## src/rtl/ahb_slave_port_arbiter.sv

```systemverilog
// Per-slave-port AHB arbiter: round-robin address-phase grant held across bursts and locked
// sequences, plus registered data-phase owner. Optional starvation limit: AHB_ARB_STARVE_LIMIT_EN.
module ahb_slave_port_arbiter #(
  parameter int NO_OF_MASTERS = 4,
  parameter int ID_W          = $clog2(NO_OF_MASTERS)
`ifdef AHB_ARB_STARVE_LIMIT_EN
  ,
  parameter int STARVE_LIMIT  = 16
`endif
) (
  input  logic                       hclk,
  input  logic                       hresetn,
  input  logic [NO_OF_MASTERS-1:0]   req_i,
  input  logic [2*NO_OF_MASTERS-1:0] htrans_i,
  input  logic [NO_OF_MASTERS-1:0]   hmastlock_i,
  input  logic                       hready_i,
  output logic [NO_OF_MASTERS-1:0]   grant_o,
  output logic [ID_W-1:0]            addr_owner_o,
  output logic                       hsel_o,
  output logic                       hmastlock_o,
  output logic [ID_W-1:0]            data_owner_o,
  output logic                       data_valid_o
`ifdef AHB_ARB_STARVE_LIMIT_EN
  ,
  output logic                       starve_o
`endif
);

  // Transfer-type encoding used on this interconnect.
  localparam logic [1:0] HTRANS_IDLE   = 2'b00;
  localparam logic [1:0] HTRANS_NONSEQ = 2'b11;

  typedef enum logic [1:0] {
    ST_IDLE   = 2'b00,
    ST_OWNED  = 2'b01,
    ST_LOCKED = 2'b10
  } state_e;

  state_e                   state_q, state_d;
  logic [NO_OF_MASTERS-1:0] grant_q, grant_d;
  logic [ID_W-1:0]          owner_q, owner_d;
  logic [ID_W-1:0]          rr_ptr_q, rr_ptr_d;
  logic [ID_W-1:0]          data_owner_q;
  logic                     data_valid_q;

  logic [ID_W-1:0]          winner_idx;
  logic                     winner_found;
  logic [ID_W-1:0]          cand;
  logic [1:0]               own_trans;
  logic                     own_req;
  logic                     own_lock;
  logic                     others_req;
  logic                     release_c;
  logic                     take_winner;
  logic                     preempt;

  assign own_trans  = htrans_i[{owner_q, 1'b0} +: 2];
  assign own_req    = req_i[owner_q];
  assign own_lock   = hmastlock_i[owner_q];
  assign others_req = |(req_i & ~grant_q);
  assign release_c  = !own_req || ((own_trans == HTRANS_IDLE) && !own_lock);

  // Round-robin scan starting just after the last winner; the current owner is
  // rr_ptr_q itself, so it is naturally visited last.
  always_comb begin
    // NOTE: every combinational output gets a default before any branch, so no latch is inferred.
    winner_found = 1'b0;
    winner_idx   = '0;
    cand         = '0;
    for (int k = 1; k <= NO_OF_MASTERS; k++) begin
      cand = ID_W'((int'(rr_ptr_q) + k) % NO_OF_MASTERS);
      if (!winner_found && req_i[cand]) begin
        winner_found = 1'b1;
        winner_idx   = cand;
      end
    end
  end

`ifdef AHB_ARB_STARVE_LIMIT_EN
  localparam logic [15:0] LIMIT = 16'(STARVE_LIMIT);

  logic [15:0] starve_cnt_q, starve_cnt_d;
  logic        starve_q;

  // Forced handover only on a fresh transfer or idle slot, never inside a burst.
  assign preempt = (starve_cnt_q >= LIMIT) && others_req &&
                   ((own_trans == HTRANS_NONSEQ) || (own_trans == HTRANS_IDLE));

  always_comb begin
    starve_cnt_d = starve_cnt_q;
    if (grant_d != grant_q) begin
      starve_cnt_d = '0;
    end else if (hready_i && others_req && (state_q != ST_IDLE) &&
                 (starve_cnt_q != 16'hFFFF)) begin
      starve_cnt_d = starve_cnt_q + 16'd1;
    end
  end

  always_ff @(posedge hclk or negedge hresetn) begin
    if (!hresetn) begin
      starve_cnt_q <= '0;
      starve_q     <= 1'b0;
    end else begin
      starve_cnt_q <= starve_cnt_d;
      starve_q     <= (starve_cnt_d == LIMIT) && (starve_cnt_q != LIMIT);
    end
  end

  assign starve_o = starve_q;
`else
  assign preempt = 1'b0;
`endif

  always_comb begin
    state_d     = state_q;
    owner_d     = owner_q;
    rr_ptr_d    = rr_ptr_q;
    take_winner = 1'b0;

    unique case (state_q)
      ST_IDLE: begin
        if (winner_found) take_winner = 1'b1;
      end
      ST_OWNED: begin
        if (hready_i) begin
          if (release_c || preempt) begin
            if (others_req) take_winner = 1'b1;
            else            state_d     = ST_IDLE;
          end else if (own_lock) begin
            state_d = ST_LOCKED;
          end
        end
      end
      ST_LOCKED: begin
        if (hready_i && !own_lock) state_d = ST_OWNED;
      end
      default: state_d = ST_IDLE;
    endcase

    if (take_winner) begin
      owner_d  = winner_idx;
      rr_ptr_d = winner_idx;
      state_d  = hmastlock_i[winner_idx] ? ST_LOCKED : ST_OWNED;
    end

    grant_d = '0;
    if (state_d != ST_IDLE) grant_d[owner_d] = 1'b1;
  end

  // NOTE: state registers use non-blocking assignments and clear asynchronously on hresetn low.
  always_ff @(posedge hclk or negedge hresetn) begin
    if (!hresetn) begin
      state_q  <= ST_IDLE;
      grant_q  <= '0;
      owner_q  <= '0;
      rr_ptr_q <= ID_W'(NO_OF_MASTERS - 1);
    end else begin
      state_q  <= state_d;
      grant_q  <= grant_d;
      owner_q  <= owner_d;
      rr_ptr_q <= rr_ptr_d;
    end
  end

  // Data phase follows the address phase only when the slave accepts it.
  always_ff @(posedge hclk or negedge hresetn) begin
    if (!hresetn) begin
      data_owner_q <= '0;
      data_valid_q <= 1'b0;
    end else if (hready_i) begin
      data_owner_q <= owner_q;
      data_valid_q <= hsel_o && own_trans[1];
    end
  end

  assign grant_o      = grant_q;
  assign addr_owner_o = owner_q;
  assign hsel_o       = (|grant_q) && own_req;
  assign hmastlock_o  = hsel_o && own_lock;
  assign data_owner_o = data_owner_q;
  assign data_valid_o = data_valid_q;

  grant_onehot_a: assert property (@(posedge hclk) disable iff (!hresetn) $onehot0(grant_q));

endmodule

```

## config.mk

```make
export PLATFORM = sky130hd
export DESIGN_NAME = ahb_slave_port_arbiter
export DESIGN_NICKNAME = d
export VERILOG_FILES = /design/src/rtl/ahb_slave_port_arbiter.sv
export SDC_FILE = /design/constraint.sdc
export NUM_CORES = 1
export LEC_CHECK = 0
export CORE_MARGIN = 4
export CORE_UTILIZATION = 45
export DETAILED_ROUTE_END_ITERATION = 10
export GPL_TIMING_DRIVEN = 0
export PLACE_DENSITY = 0.8
export SLEW_MARGIN = 30
export SYNTH_ARGS = -nofsm -noshare
export SYNTH_HDL_FRONTEND = slang
export SYNTH_SLANG_ARGS = --single-unit
```

## constraint.sdc

```tcl
create_clock -name hclk -period 2.2 [get_ports hclk]
set_input_delay 0.44 -clock hclk [delete_from_list [all_inputs] [get_ports hclk]]
set_output_delay 0.44 -clock hclk [all_outputs]
set_load 0.02 [all_outputs]
```

==> results.toml, run 1 <==
# physical design summary
[status]
status = "finished with violations"
violations = "negative setup slack"

[sta]
fin_crit_ns = 2.202
setup_violations = 1
worst_slack_ns = -0.001863
worst_pin_slew_ns = 0.7188
hold_viol_final = 0
fmax_mhz = 454.2
setup_tns_ns = -0.001863
drv_slew = 0
fin_skew_ns = 0.005418
rsz0062_at_grt = "yes"
timing.final.crit_share_pct = 100.1
slew_headroom_pct = 52.01

[clocking]
clk_path_buf_depth = 2
cts_inserted_buffers = 3
cts_sinks = 13
postCtsSetupRepairBufs = 5
clk_latency_ns = 0.27
h-tree-depth = 1
cts_tree = "built"
root_buffer = "clkbuf_4"
hold_buffers = 0
post_cts_resize_count = 17
clkTransAtPathRegs_ns = 0.08

[layout]
num_antenna_cells = 0
fin_cells = 159
utilization_pct = 69.33
area_delta_synth_final_pct = 47.60
drive_above_1_share_pct = 27.27
fin_area_um2 = 1346
final_cell_mix = "clkdlybuf4s50_1, dfrtp_1, mux2_2, nor2_1"
final_common_cell = "clkdlybuf4s50_1"
fin_nets = 152

[synthesis]
ys_types = 36
synth_seq_share_pct = 35.94
syn_inst = 92
yosysWarnings = 0
synth.avg_cell_area_um2 = 9.914
fp_nets = 111
ys_cells = 92
syn-cell-area_um2 = 912.1
ys_seq_elements = 13
synth_chip_area_um2 = 912.1

[floorplan]
die_w_um = 53.02
dieArea_um2 = 2811
num_rows = 16
fp.coreArea_um2 = 1942
fp_util_pct = 46.97
ioPinCount = 30
die_y_um = 53.02

[global_route]
grt_max_degree = 14
grt_pass1_wl_um = 3884
grt_pass1_vias = 851
grt_usage_pct = 18.97
antenna_found_initial = 0
gr-total-overflow = 0

[route]
wire_per_inst_um = 15.30
finalWirelength_um = 2433
dr.pass1.iters = 4
wl_met3_um = 116
drt-initial-drc-count = 28
route.met2.wl_um = 1243
highest_layer = "met4"
drc = 0
vias = 896
viasPerCell = 5.635
final_antenna_net_count = 0
drt-met1-wl_um = 1058

[power]
ir_worst_vdd_mv = 0.9418
power.density_nw_per_um2 = 1398
leakagePower_nw = 0.5645

[setup_path]
crit_arrival_ns = 2.40
critPathCaptureType = "register"
worstSetupPathType = "register to register"
r2r-start = "addr_owner_o[0]"
r2r-end = "grant_o[2]"
r2r_setup_slack_ns = -0.002
critical_path_required_ns = 2.40
crit_path_end = "grant_o[2]"
worstPathMaxFanout = 5
rr_worst_depth = 8
cp-start-kind = "register"
cp-startpoint = "addr_owner_o[0]"

[placement]
place_area_um2 = 1226
port_buffers = 28
gp_congestion = 0.8325
post-dp-hpwl_um = 1742
placed_cells = 147

[min_path]
hold_class = "register to register"

[run]
warnings = 27
drv_cap = 0
==> run 1: critical path, cell delays in order, from the launching register on <==
cell	delay (ns)
dfrtp_1	0.37
buf_6	0.13
mux4_2	0.54
buf_6	0.14
a21boi_1	0.12
o32a_1	0.21
buf_6	0.15
or3b_1	0.35
a21oi_1	0.13
==> run 1: flip-flops by register name (all words and copies together) (netlist names) <==
signal and cells:
addr_owner_o 2, data_owner_o 2, data_valid_o 1, grant_o 4
rr_ptr_q 2, state_q 2
==> run 1: through the flow <==
stage                     worst slack, ns  hold slack [ns]  power (W)
final                           -0.001863           0.5081   0.001882
after global routing             -0.08581           0.5542   0.002011
after CTS                       0.0002947           0.5141   0.001789
after detailed placement          -0.6151           0.5000   0.001544
after global placement            -0.5711           0.4932   0.001515
after floorplan                   0.03518           0.1444   0.001189
==> run 1: cells in the mapped netlist, drive strengths merged <==
library cell  instances  share of area (%)
and2                  1               0.69
mux2                  8                9.9
o22ai                 2                1.4
a2111oi               1               0.96
nor2                  8                3.6
o32a                  1                1.1
inv                   6                2.5
a21boi                1               0.82
or3b                  2                1.9
clkbuf                2               0.82
mux4                  3                7.8
nand4b                1               0.96
o21ai                 2                1.1
nand2                 6                2.5
nor2b                 5                3.4
a211oi                1               0.82
dfrtp                11                 30
buf                   2                2.5
nand3                 1               0.55
dfstp                 2                5.8
nor4                  1               0.69
o41ai                 1               0.96
a41oi                 2                1.9
o311ai                1               0.96
a31oi                 1               0.69
mux2i                 5                5.5
a21bo                 1                1.1
or2                   1               0.69
nand2b                2                1.4
a21oi                 6                3.3
or3                   1               0.69
nor3                  1               0.55
a21o                  1               0.82
nand3b                2                1.6
==> run 1: logic make-up after synthesis <==
group	synth area share, %
AND/OR/NAND/NOR	19.21
flip-flops	35.94
multiplexers	23.18
AND-OR/OR-AND	15.91
buffers and inverters	5.761
==> run 1: where the power goes <==
| group | leakage (nW) | switching (W) | internal [W] |
|---|---|---|---|
| registers | 0.159 | 0.000120 | 0.000362 |
| logic | 0.388 | 0.000575 | 0.000681 |
| clock network | 0.0177 | 0.0000758 | 0.0000673 |
==> run 1: worst min-delay path by stage <==
| stage | slack (ns) | depth (start not counted) | startpoint | endpoint |
|---|---|---|---|---|
| floorplan | 0.14 | 0 | hresetn | addr_owner_o[0] |
| global placement | 0.49 | 1 | data_owner_o[1] | data_owner_o[1] |
| detailed placement | 0.50 | 1 | data_owner_o[0] | data_owner_o[0] |
| CTS | 0.51 | 1 | data_owner_o[1] | data_owner_o[1] |
| global route | 0.55 | 1 | data_owner_o[0] | data_owner_o[0] |
| finish | 0.51 | 1 | data_owner_o[1] | data_owner_o[1] |
==> run 1: final cells by class <==
cell class	count	area, um2
fillers	146	595.6
multi-input cells	69	561.8
repair buffers	37	346.6
flip-flops and latches	13	327.8
well taps	27	33.78
plain buffers	3	26.28
clock buffers	3	22.52
inverters	6	22.52
clock inverters	1	5.005
==> run 1: routing by layer <==
metal  global-route usage, %  vias to the layer above
li1                        -                      423
met1                   24.56                      443
met2                   31.40                       28
met3                   3.380                        2
met4                   6.809                        0
met5                       0                        -
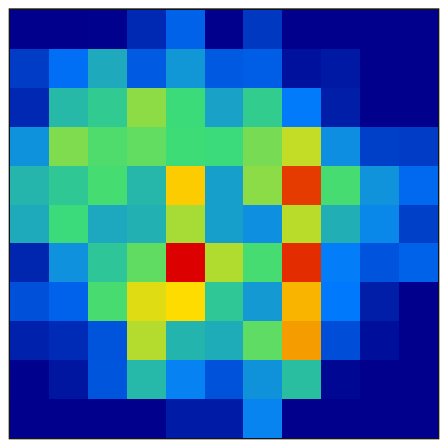
run_1/wire_density.png
The die is cut into 11 by 11 equal tiles; dark blue is low, red is high, scaled to the fullest tile. Values are wire area over tile area, all layers added.
The mean over all tiles is 0.14. 22% of the tiles are over half the peak. The densest ninth of the die: middle.

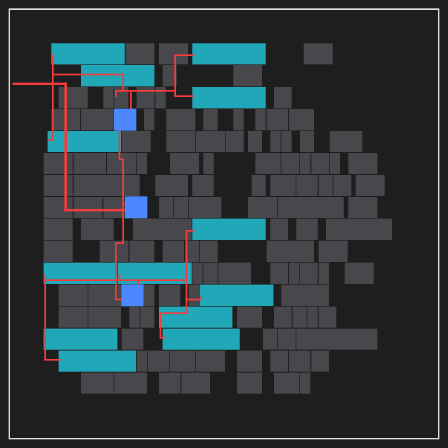
run_1/clock_map.png
Key: blue = cells driving clock nets [count 3]; cyan = flip-flops [count 13]; red = clock wires [length 151 um]
There are 4 routed clock nets.

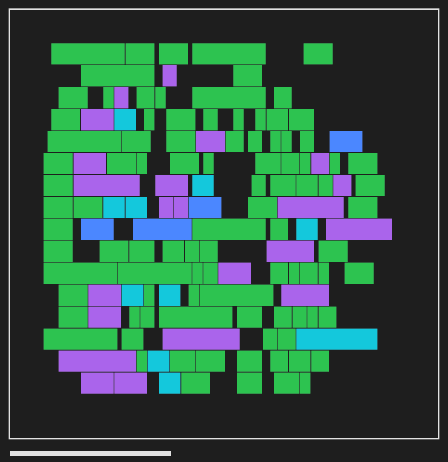
run_1/drive_strength.png
The bar under the picture is 20 um long.
Key: blue = drive 6 and up [cells 4, share 3.0%, most used buf_6]; cyan = drive 3 to 4 [cells 10, share 7.6%, most used buf_4]; purple = drive 2 [cells 22, share 17%, most used mux2_2]; green = drive 1 or less [cells 96, share 73%, most used clkdlybuf4s50_1]

==> run 1 -> run 2 <==
--- a/config.mk
+++ b/config.mk
@@ -7,10 +7,10 @@
 export LEC_CHECK = 0
 export CORE_MARGIN = 4
 export CORE_UTILIZATION = 45
+export CTS_CLUSTER_DIAMETER = 100
 export DETAILED_ROUTE_END_ITERATION = 10
 export GPL_TIMING_DRIVEN = 0
 export PLACE_DENSITY = 0.8
-export SLEW_MARGIN = 30
 export SYNTH_ARGS = -nofsm -noshare
 export SYNTH_HDL_FRONTEND = slang
 export SYNTH_SLANG_ARGS = --single-unit
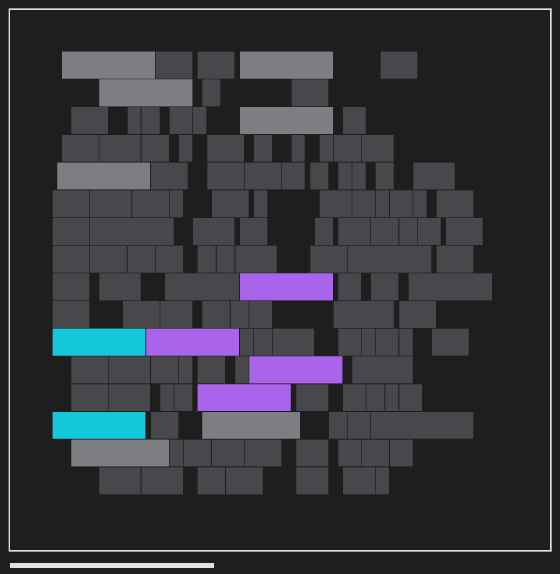
run_2/registers.png
The bar under the picture is 20 um long. Other sequential cells in the stronger grey, the rest of the logic in the fainter grey.
Key: purple = grant_o [placed flops 4]; cyan = addr_owner_o [placed flops 2]
Another 7 sequential cells are not coloured.

==> run 2 against run 1 <==
  * The run still ends with negative setup slack left
  * Design area did not move
  * Non-clock buffer count did not move
  * Synthesized cell count did not move
  * Critical path depth did not move
  * Core utilization did not move
  * Clock power barely moved
  * Largest power group unchanged
==> results.toml, run 2 <==
# physical design summary
[status]
status = "finished with violations"
violations = "negative setup slack"

[layout]
final-seq-area_um2 = 327.8
fin_nets = 152
num_antenna_cells = 0
fillers = 146
fin_cells = 159
utilization_pct = 69.33
final_cell_mix = "clkdlybuf4s50_1, dfrtp_1, mux2_2, nor2_1"
fin_area_um2 = 1346
largest_reg_flops = 4
area.combinational_um2 = 561.8
area_delta_synth_final_pct = 47.60
drive_above_1_share_pct = 27.27
final_common_cell = "clkdlybuf4s50_1"

[synthesis]
yosysTopAreaCellShare_pct = 30.18
syn_inst = 92
synth.avg_cell_area_um2 = 9.914
fp_nets = 111
synth_seq_share_pct = 35.94
syn-cell-area_um2 = 912.1
yosysWarnings = 0
edf_count = 0
async_flop_share_pct = 100.0
ys_types = 36
ys_seq_elements = 13
ys_cells = 92
most_common_cell = "dfrtp_1"
yosys.area.top_type = "dfrtp_1"
area_leaders = "dfrtp_1, mux2_2, dfstp_2"
ff_type = "dfrtp_1"
yosys-top-cells-count = "dfrtp_1, mux2_2, nor2_1"
synth_chip_area_um2 = 912.1

[run]
warnings = 27
drv_cap = 0

[route]
dr.pass1.iters = 4
finalWirelength_um = 2433
drc = 0
wire_per_inst_um = 15.30
drt-initial-drc-count = 28
vias = 896
final_antenna_net_count = 0
viasPerCell = 5.635

[sta]
hold_viol_final = 0
slew_headroom_pct = 52.01
fin_skew_ns = 0.005418
hold_ws_ns = 0.5081
setup_violations = 1
fin_crit_ns = 2.202
worst_slack_ns = -0.001863
fmax_mhz = 454.2
drv_slew = 0
timing.final.crit_share_pct = 100.1
rsz0062_at_grt = "yes"
worst_pin_slew_ns = 0.7188

[setup_path]
worstSetupPathType = "register to register"
critPathMostFrequentCell = "buf_6"
cp_slowest_cell = "mux4_2"
cp_cell_sequence = "buf_6 > mux4_2 > buf_6 > a21boi_1 > o32a_1 > buf_6 > or3b_1 > a21oi_1"
cp-start-kind = "register"
slowest_delay_ns = 0.54
worstPathMaxFanout = 5
crit_arrival_ns = 2.40
critical_path_required_ns = 2.40
critPathCaptureType = "register"

[clocking]
cts_inserted_buffers = 3
cts_tree = "built"
root_buffer = "clkbuf_4"
clkTransAtPathRegs_ns = 0.08
cts_sinks = 13
hold_buffers = 0
clk_latency_ns = 0.27
h-tree-depth = 1
clk_path_buf_depth = 2

[min_path]
hold_class = "register to register"

[placement]
gp_congestion = 0.8325
place_area_um2 = 1226
port_buffers = 28
placed_cells = 147
post-dp-hpwl_um = 1742

[global_route]
gr-total-overflow = 0
grt_pass1_vias = 851
grt_usage_pct = 18.97
antenna_found_initial = 0
grt_max_degree = 14
grt_pass1_wl_um = 3884

[floorplan]
fp_util_pct = 46.97
num_rows = 16
dieArea_um2 = 2811
die_w_um = 53.02
ioPinCount = 30
fp.coreArea_um2 = 1942
die_y_um = 53.02

[power]
ir_worst_vdd_mv = 0.9418
p_total_w = 0.001882
power.density_nw_per_um2 = 1398
leakagePower_nw = 0.5645
-- run 2: worst max-delay path: cells and delay by family (launching register included) --
family                 cells  cell delay, ns
muxes                      1            0.54
AOI/OAI and AO/OA          3            0.46
buffers and inverters      3            0.42
DFF                        1            0.37
and+or+nand+nor            1            0.35
-- run 2: kinds of logic (layout without fill, tap and decap cells) --
group                  Yosys count  in the layout  synth area share [%]
buffers and inverters           10             50                 5.761
and+or+nand+nor                 32             32                 19.21
DFF                             13             13                 35.94
AOI/OAI and AO/OA               21             21                 15.91
muxes                           16             16                 23.18
-- run 2: power breakdown --
group | leakage (nW) | internal, W | switching (W)
clock network | 0.0177 | 0.0000673 | 0.0000758
registers | 0.159 | 0.000362 | 0.000120
logic | 0.388 | 0.000681 | 0.000575
-- run 2: final cells by class --
type                            count  area share (%)
Clock buffer                        3           1.673
Clock inverter                      1          0.3717
Buffer                              3           1.952
Tap cell                           27           2.509
Sequential cell                    13           24.35
Multi-Input combinational cell     69           41.73
Inverter                            6           1.673
Timing Repair Buffer               37           25.74
-- run 2: worst paths after layout --
| path | endpoint | slack, ns | depth (start not counted) | start |
|---|---|---|---|---|
| max reg2reg | grant_o[2] | -0.002 | 8 | addr_owner_o[0] |
| min | data_owner_o[1] | 0.51 | 1 | data_owner_o[1] |
| max | grant_o[2] | -0.002 | 8 | addr_owner_o[0] |
| min reg2reg | data_owner_o[1] | 0.51 | 1 | data_owner_o[1] |
| max in group asynchronous | data_owner_o[1] | 1.30 | 1 | hresetn |
| min in group asynchronous | addr_owner_o[1] | 0.53 | 1 | hresetn |
-- run 2: through the flow --
stage          setup slack [ns]  setup TNS [ns]
2_1_floorplan           0.03518               0
3_3_place_gp            -0.5711          -5.522
3_5_place_dp            -0.6151          -6.287
4_1_cts               0.0002947               0
5_1_grt                -0.08581         -0.1387
6_report              -0.001863       -0.001863
-- run 2: metal layers --
metal  GRT usage (%)  part of all wire [%]
met1           24.56                    43
met2           31.40                    51
met3           3.380                   4.8
met4           6.809                  0.62
met5               0                     0
-- run 2: what timing repair did --
action / in CTS / in global routing
buffers inserted: 5 / 3
setup endpoints to repair: 12 / 2
pin swaps: 0 / 1
gates cloned: 0 / 1
gates resized: 17 / 2
run_2/clock_map.png
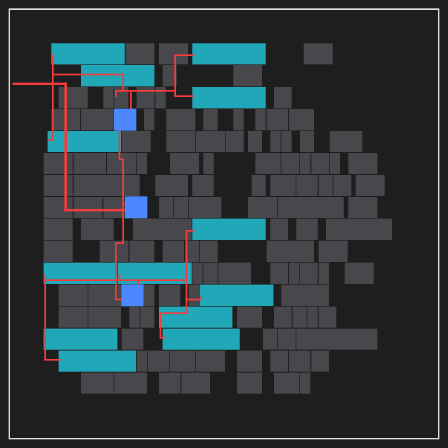

==> run 2 -> run 3 <==
--- a/config.mk
+++ b/config.mk
@@ -6,11 +6,12 @@
 export NUM_CORES = 1
 export LEC_CHECK = 0
 export CORE_MARGIN = 4
-export CORE_UTILIZATION = 45
+export CORE_UTILIZATION = 47
+export CTS_BUF_LIST = sky130_fd_sc_hd__clkbuf_2
 export CTS_CLUSTER_DIAMETER = 100
 export DETAILED_ROUTE_END_ITERATION = 10
 export GPL_TIMING_DRIVEN = 0
-export PLACE_DENSITY = 0.8
+export PLACE_DENSITY = 0.83
 export SYNTH_ARGS = -nofsm -noshare
 export SYNTH_HDL_FRONTEND = slang
 export SYNTH_SLANG_ARGS = --single-unit
==> constraint.sdc (replaced) <==
create_clock -name hclk -period 2.2 [get_ports hclk]
set_input_delay 0.33 -clock hclk [delete_from_list [all_inputs] [get_ports hclk]]
set_output_delay 0.33 -clock hclk [all_outputs]
set_load 0.02 [all_outputs]
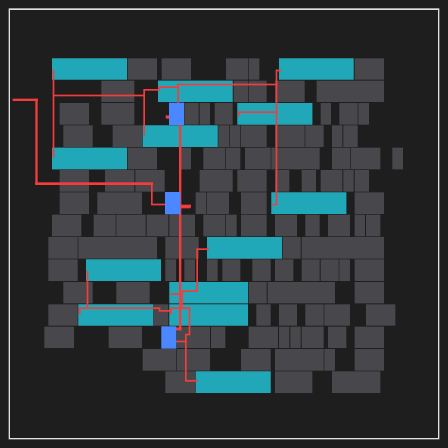
run_3/clock_map.png
Key: blue = cells driving clock nets [count 3]; cyan = flip-flops [count 13]; red = clock wires [length 178 um]
There are 4 routed clock nets.

==> run 3 against run 2 <==
  * The run still ends with negative setup slack left
  * Synthesized area unchanged
  * Sequential cell count unchanged
  * Non-clock buffer count down 4
  * Clock power down about 10%
  * Combinational power down 7%
  * Critical path type is now primary input to register
==> results.toml, run 3 <==
# physical design summary
[route]
finalWirelength_um = 2500
drc = 0
dr.pass1.iters = 4
drt-initial-drc-count = 24
viasPerCell = 5.941
final_antenna_net_count = 0
wire_per_inst_um = 16.34
vias = 909

[synthesis]
async_flop_share_pct = 100.0
ys_sh_adder_pct = 0
yosysTopAreaCellShare_pct = 30.18
yosys-top-cells-count = "dfrtp_1, mux2_2, nor2_1"
ys_sh_xor_pct = 0
fp_nets = 111
most_common_cell = "dfrtp_1"
yosysWarnings = 0
synthSimpleGateAreaFrac_pct = 19.20
synth.avg_cell_area_um2 = 9.914
ff_type = "dfrtp_1"
area_leaders = "dfrtp_1, mux2_2, dfstp_2"
synth.logic.top_family = "multiplexers"
synth_seq_share_pct = 35.94
mux_area_share_pct = 23.18
yosys.area.top_type = "dfrtp_1"
syn_inst = 92
synth_chip_area_um2 = 912.1
ys_seq_elements = 13
edf_count = 0
compound_area_share_pct = 15.91
syn-cell-area_um2 = 912.1
ys_types = 36
ys_cells = 92

[floorplan]
ioPinCount = 30
num_rows = 15
die_y_um = 52.06
die_w_um = 52.06
dieArea_um2 = 2710
fp_util_pct = 51.16
fp.coreArea_um2 = 1783

[min_path]
hold_class = "primary input to asynchronous set/reset pin"

[clocking]
cts_inserted_buffers = 3
clk_latency_ns = 0.28
clk_path_buf_depth = 2
clkTransAtPathRegs_ns = 0.13
cts_tree = "built"
cts_sinks = 13
h-tree-depth = 1
hold_buffers = 0
root_buffer = "clkbuf_2"

[power]
clkPwrFrac_pct = 7.2
seqPwrFrac_pct = 27.7
internal-power_w = 0.001024
p_switching_w = 0.0007728
swShare_pct = 43.02
power.density_nw_per_um2 = 1364
pwr-share-comb_pct = 65.2
leakagePower_nw = 0.5534
ir_worst_vdd_mv = 0.9477

[layout]
largest_reg_flops = 4
area_delta_synth_final_pct = 44.44
num_antenna_cells = 0
fin_nets = 148
final_cell_mix = "clkdlybuf4s50_1, dfrtp_1, nor2_1, mux2_2"
drive_above_1_share_pct = 25.78
final_common_cell = "clkdlybuf4s50_1"

[sta]
worst_slack_ns = -0.02841
timing.final.crit_share_pct = 101.3
worst_pin_slew_ns = 0.6389
setup_tns_ns = -0.03219
drv_slew = 0
fmax_mhz = 448.8
setup_violations = 2
fin_skew_ns = 0.01057
fin_crit_ns = 2.228
hold_ws_ns = 0.4216
hold_viol_final = 0
rsz0062_at_grt = "yes"
slew_headroom_pct = 57.34

[global_route]
antenna_found_initial = 0
gr-total-overflow = 0
grt_usage_pct = 20.53
grt_pass1_vias = 959
grt_max_degree = 14
grt_pass1_wl_um = 4126

[setup_path]
crit_arrival_ns = 2.44
rr_worst_depth = 7
cp-start-kind = "primary input"
slowest_delay_ns = 0.56
cp_slowest_cell = "mux4_2"
critPathCaptureType = "register"
worstSetupPathType = "primary input to register"
critical_path_required_ns = 2.41
cp_cell_sequence = "clkdlybuf4s50_1 > mux4_2 > a21boi_1 > o32a_1 > buf_4 > or3_1 > a21oi_1"
worstPathMaxFanout = 7

[placement]
post-dp-hpwl_um = 1812
port_buffers = 28
gp_congestion = 0.8250

[run]
warnings = 27
drv_cap = 0

[status]
status = "finished with violations"
violations = "negative setup slack"
## run 3: per-stage QoR
step	total power (W)	area (um2)	setup WS, ns	util (%)	std cells
after floorplan	0.001189	912.1	0.03518	-	92
after global placement	0.001498	1224	-0.5250	68.63	145
after detailed placement	0.001554	1224	-0.4894	68.63	145
after CTS	0.001742	1290	0.001571	72.35	152
after global routing	0.001918	1318	-0.05815	73.89	153
final	0.001797	1318	-0.02841	73.89	153
## run 3: critical path: cells and delay by family
family,cells,cell delay (ns)
buffers and inverters,2,0.65
AND/OR/NAND/NOR,1,0.38
multiplexers,1,0.56
AND-OR/OR-AND,3,0.52
## run 3: path summary, 6_finish.rpt
kind / from / end / slack [ns]
max in group asynchronous: hresetn / addr_owner_o[1] / 1.36
hold / removal: hresetn / grant_o[1] / 0.42
min in group hclk: hready_i / data_valid_o / 0.45
hold reg to reg: data_owner_o[1] / data_owner_o[1] / 0.53
setup reg to reg: addr_owner_o[0] / grant_o[0] / -0.01
setup / recovery: req_i[3] / grant_o[0] / -0.03
## run 3: power groups by stage
stage               Sequential (W)  Clock (W)  Combinational (W)
global route              0.000516   0.000141            0.00126
floorplan                 0.000524          0           0.000665
detailed placement        0.000459          0            0.00109
CTS                       0.000485   0.000131            0.00113
finish                    0.000497   0.000129            0.00117
global placement          0.000449          0            0.00105
## run 3: final cells by class
| cell class | count | area [um2] |
|---|---|---|
| tap | 25 | 31.28 |
| inverter | 6 | 22.52 |
| timing repair buffer | 33 | 309.0 |
| sequential | 13 | 327.8 |
| multi-input combinational | 69 | 580.6 |
| clock buffer | 4 | 20.02 |
| fill | 139 | 465.4 |
| buffer | 3 | 26.28 |
## run 3: kinds of logic (layout without fill, tap and decap cells)
group	Yosys count	after routing
buffers and inverters	10	46
AND/OR/NAND/NOR	32	32
flip-flops	13	13
AND-OR/OR-AND	21	21
multiplexers	16	16
## run 3: what timing repair did
item,4_1_cts,5_1_grt
setup buffers,4,1
cloned,0,0
endpoints found under the setup margin,10,10
pin swaps,0,0
gates resized,9,8
## run 3: per-layer routing
layer,track usage (%),up-vias,part of all wire (%)
met2,40.17,47,54
met4,7.860,0,1.4
li1,-,413,-
met3,2.006,5,8.3
met5,0,-,0
met1,22.08,444,36
Power figures rest on the tool's default switching activity, not on a simulated workload.
